===== config.mk =====
export PLATFORM = sky130hd
export DESIGN_NAME = button_event
export DESIGN_NICKNAME = d
export VERILOG_FILES = /design/src/rtl/button_event.sv
export SDC_FILE = /design/constraint.sdc
export NUM_CORES = 1
export LEC_CHECK = 0
export ABC_AREA = 1
export CORE_MARGIN = 1
export CORE_UTILIZATION = 29
export CTS_BUF_LIST = sky130_fd_sc_hd__clkbuf_8
export DETAILED_ROUTE_END_ITERATION = 10
export GPL_TIMING_DRIVEN = 0
export PLACE_DENSITY = 0.47
export SETUP_SLACK_MARGIN = 0.1
export SLEW_MARGIN = 40
export SYNTH_ARGS = -nofsm -noshare
export SYNTH_HDL_FRONTEND = slang
export SYNTH_SLANG_ARGS = --single-unit

===== constraint.sdc =====
create_clock -name clk -period 5.15 [get_ports clk]
set_input_delay 1.03 -clock clk [delete_from_list [all_inputs] [get_ports clk]]
set_output_delay 1.03 -clock clk [all_outputs]
set_load 0.01 [all_outputs]

===== src/rtl/button_event.sv =====
// Classifies the debounced button level into SHORT / LONG / REPEAT events and
// delivers them through a single-entry valid/ready buffer with a sticky overrun flag.
module button_event #(
  parameter int LONG_CYCLES   = 24000000,
  parameter int REPEAT_CYCLES = 6000000,
  parameter int CNT_W         = 25
) (
  input  logic       clk,
  input  logic       resetn,
  input  logic       pressed,
  output logic       evt_valid,
  output logic [1:0] evt_code,
  input  logic       evt_ready,
  output logic       held,
  output logic       overrun,
  input  logic       overrun_clr
);

  localparam logic [CNT_W-1:0] LONG_LAST = CNT_W'(LONG_CYCLES - 1);
  localparam logic [CNT_W-1:0] REP_LAST  = CNT_W'(REPEAT_CYCLES - 1);
  localparam logic [1:0] CODE_SHORT  = 2'd1;
  localparam logic [1:0] CODE_LONG   = 2'd2;
  localparam logic [1:0] CODE_REPEAT = 2'd3;

  typedef enum logic [1:0] {
    S_IDLE,
    S_PRESS,
    S_REPEAT
  } state_t;

  state_t           state, state_nxt;
  logic [CNT_W-1:0] cnt, cnt_nxt;
  logic             gen_p0;
  logic [1:0]       gen_code_p0;
  logic             load_p0;
  logic             drop_p0;

  // Stage 0: classify the current level against the hold counter
  always_comb begin
    state_nxt   = state;
    cnt_nxt     = cnt;
    gen_p0      = 1'b0;
    gen_code_p0 = 2'd0;
    case (state)
      S_IDLE: begin
        if (pressed) begin
          state_nxt = S_PRESS;
          cnt_nxt   = '0;
        end
      end
      S_PRESS: begin
        if (!pressed) begin
          gen_p0      = 1'b1;
          gen_code_p0 = CODE_SHORT;
          state_nxt   = S_IDLE;
        end else if (cnt == LONG_LAST) begin
          gen_p0      = 1'b1;
          gen_code_p0 = CODE_LONG;
          state_nxt   = S_REPEAT;
          cnt_nxt     = '0;
        end else begin
          cnt_nxt = cnt + CNT_W'(1);
        end
      end
      S_REPEAT: begin
        if (!pressed) begin
          state_nxt = S_IDLE;
        end else if (cnt == REP_LAST) begin
          gen_p0      = 1'b1;
          gen_code_p0 = CODE_REPEAT;
          cnt_nxt     = '0;
        end else begin
          cnt_nxt = cnt + CNT_W'(1);
        end
      end
      default: begin
        state_nxt = S_IDLE;
        cnt_nxt   = '0;
      end
    endcase
  end

  // A full buffer still accepts a new event when its current one leaves this cycle
  assign load_p0 = gen_p0 && (!evt_valid || evt_ready);
  assign drop_p0 = gen_p0 && evt_valid && !evt_ready;

  // Stage 1: registered state and output buffer
  always_ff @(posedge clk or negedge resetn) begin
    if (!resetn) begin
      state     <= S_IDLE;
      cnt       <= '0;
      held      <= 1'b0;
      evt_valid <= 1'b0;
      evt_code  <= 2'd0;
      overrun   <= 1'b0;
    end else begin
      state <= state_nxt;
      cnt   <= cnt_nxt;
      held  <= (state_nxt != S_IDLE);
      if (load_p0) begin
        evt_valid <= 1'b1;
        evt_code  <= gen_code_p0;
      end else if (evt_valid && evt_ready) begin
        evt_valid <= 1'b0;
      end
      overrun <= drop_p0 | (overrun & ~overrun_clr);
    end
  end

endmodule


==> images/density.png <==
The die is cut into 9 by 9 equal tiles; white is low, dark blue is high, 0 to 100% covered.
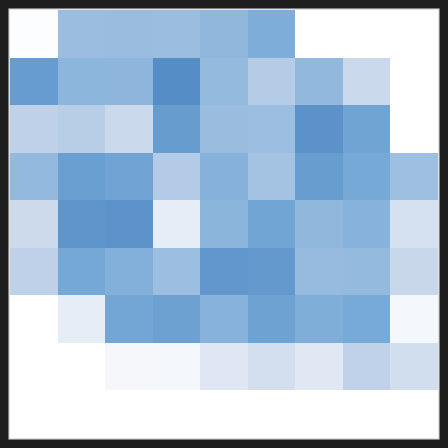
22% of the tiles are nearly empty. The emptiest ninth of the die: south-west. The fullest tile reaches 62%. The mean over all tiles is 30%.
Init Core Util: 29.88%
final core utilization: 34.38%
core area: 7253 µm²

==> images/met1.png <==
Supply wires on this layer in gray.
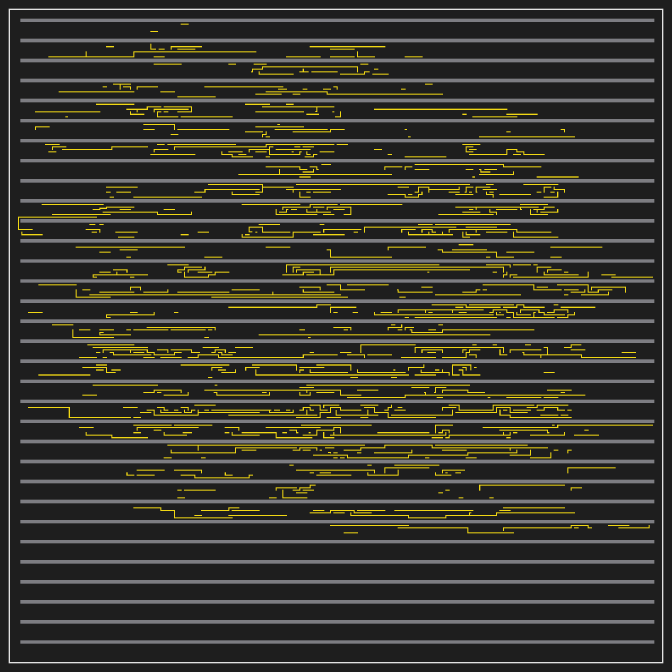
The longest straight run is 34.0 µm. 311 nets have wire on it.
vias post-DR: 1927
Post-Route WL: 5254 µm

==> images/cell_classes.png <==
Bar = 20 µm. Fill, decap, tap and diode cells in gray.
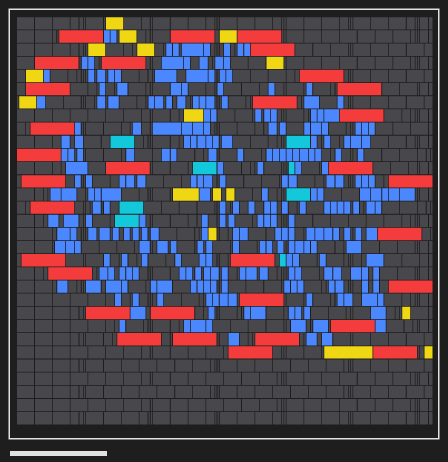
Key: flops = red [cells 32]; clock drivers and dummy loads = cyan [cells 8]; all other logic = blue [cells 279]; other buffers and delay cells = yellow [cells 16]
Rows: 31
Final Cell Area: 2494 µm²
sequential share of cell area: 32.11%

==> images/port_nets.png <==
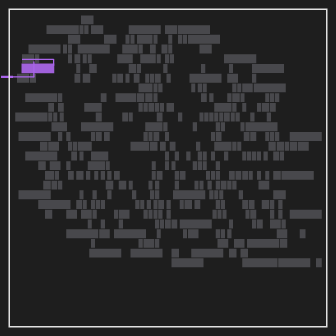
Key: overrun = purple [direction output, edge west, end cells 1, wire 20.9 µm]
PortBufs: 9
num ports: 10

==> images/final_congestion.png <==
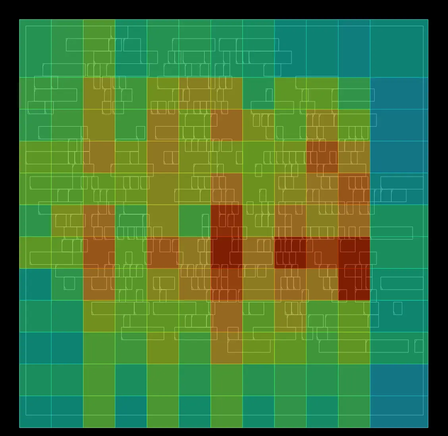
global route hottest layer: met2
routed len/inst: 12.11 µm
met3 global-route usage: 3.451%
met1 GRT Util: 20.96%

==> run notes <==
run metrics: Antenna diodes=0, crit-path max FO=10, power per cell area=298.1 nW/µm², H-tree depth=2, post-DR vias/cell=4.440, post-synth top area cell=dfrtp_1, clock skew=0.006172 ns, Comb area=1140 µm², sequential cell area=800.8 µm², FF-to-FF setup slack=3.14 ns, Final Hold Vio Count=0, synthesized area per cell=6.836 µm², Setup Viol. Count Final=0, fin crit share=50.15%, Residual DRC=0, Top cells by area=dfrtp_1 (37%), nand2_1 (14%), nor2_1 (9.7%), clock root buffer master=clkbuf_8, critical path class=in -> reg, Syn Std Cell Area=2167 µm², TritonCTS buffer count=5, Final Critical Period=2.583 ns, DR iter-0 viols=80, Hold Slack=0.4808 ns, status=finished clean
## final timing paths
path                        startpoint          end  cells after the start
setup / recovery               pressed       cnt[1]                      7
hold / removal             evt_code[1]  evt_code[1]                      2
setup reg to reg              state[0]       cnt[1]                      9
hold reg to reg            evt_code[1]  evt_code[1]                      2
max in group asynchronous       resetn       cnt[4]                      2
min in group asynchronous       resetn      cnt[13]                      1
## cell usage after synthesis
| library cell | count |
|---|---|
| nor3_2 | 1 |
| xor2_1 | 15 |
| nor3_1 | 8 |
| o21ai_0 | 6 |
| buf_8 | 1 |
| nor2_2 | 12 |
| nand4_1 | 10 |
| nor2_4 | 1 |
| a21oi_4 | 1 |
| ha_1 | 5 |
| buf_6 | 1 |
| nand3_1 | 25 |
| xnor2_1 | 1 |
| nand2_1 | 81 |
| nand2_2 | 3 |
| nor2_1 | 56 |
| inv_2 | 1 |
| o22ai_1 | 1 |
| inv_1 | 47 |
| buf_2 | 4 |
| a21oi_1 | 4 |
| dfrtp_1 | 32 |
| o31ai_1 | 1 |
## cell usage in the layout (no fill, tap or decap)
cell type        instances
a21oi_1                  4
nor3_2                   1
dfrtp_1                 32
nand4_1                 10
a21oi_4                  1
buf_2                    5
nand2_2                  3
nand3_1                 25
o31ai_1                  1
nor2_2                  12
buf_6                    1
inv_2                    1
buf_8                    1
xnor2_1                  1
nor2_4                   1
buf_16                   1
clkbuf_8                 6
ha_1                     5
nand2_1                 81
clkdlybuf4s50_1          8
xor2_1                  15
nor2_1                  56
o22ai_1                  1
o21ai_0                  6
inv_1                   49
nor3_1                   8
## routing by layer
metal	up-vias	global-route usage, %	share of wire (%)
met5	-	0	0
met4	0	3.812	1.3
met3	8	3.451	3.4
met2	33	25.31	45
met1	878	20.96	50
li1	1008	-	-
## kinds of logic (layout without fill, tap and decap cells)
group | count (synthesis) | in the layout | share of synthesized area, %
AOI/OAI and AO/OA | 13 | 13 | 3.696
xor gates and xnor gates | 16 | 16 | 6.467
adders and majority gates | 5 | 5 | 2.887
buffers and inverters | 54 | 72 | 10.45
DFF | 32 | 32 | 36.95
and+or+nand+nor | 197 | 197 | 39.55
## area by class of cell
class / instances / share of cell area [%]
inverter: 48 / 7.225
tap: 99 / 4.967
clock buffer: 6 / 3.312
multi-input combinational: 231 / 45.71
sequential: 32 / 32.11
timing repair buffer: 10 / 4.516
buffer: 6 / 1.856
clock inverter: 2 / 0.3011
## flip-flops by register name (all words and copies together), names as in the netlist
register / flops
evt_valid: 1
held: 1
overrun: 1
evt_code: 2
cnt: 25
state: 2
## metrics by stage
stage / instances / setup slack, ns
2_1_floorplan: 317 / 3.287
3_3_place_gp: 425 / 2.276
3_5_place_dp: 426 / 2.302
4_1_cts: 434 / 2.597
5_1_grt: 434 / 2.425
6_report: 434 / 2.567
## report_power, final
group | internal (mW) | total (mW) | switching, mW
clock | 0.105 | 0.200 | 0.0949
combinational | 0.0905 | 0.253 | 0.163
sequential | 0.274 | 0.290 | 0.0157
total | 0.470 | 0.743 | 0.274
## worst max-delay path, cell delays in order
cell             delay, ns
clkdlybuf4s50_1       0.58
inv_1                 0.14
nand2_1               0.12
buf_2                 0.26
buf_2                 0.29
nand3_1               0.14
o21ai_0               0.20
No activity file was given, so power comes from the tool's default toggle rates.
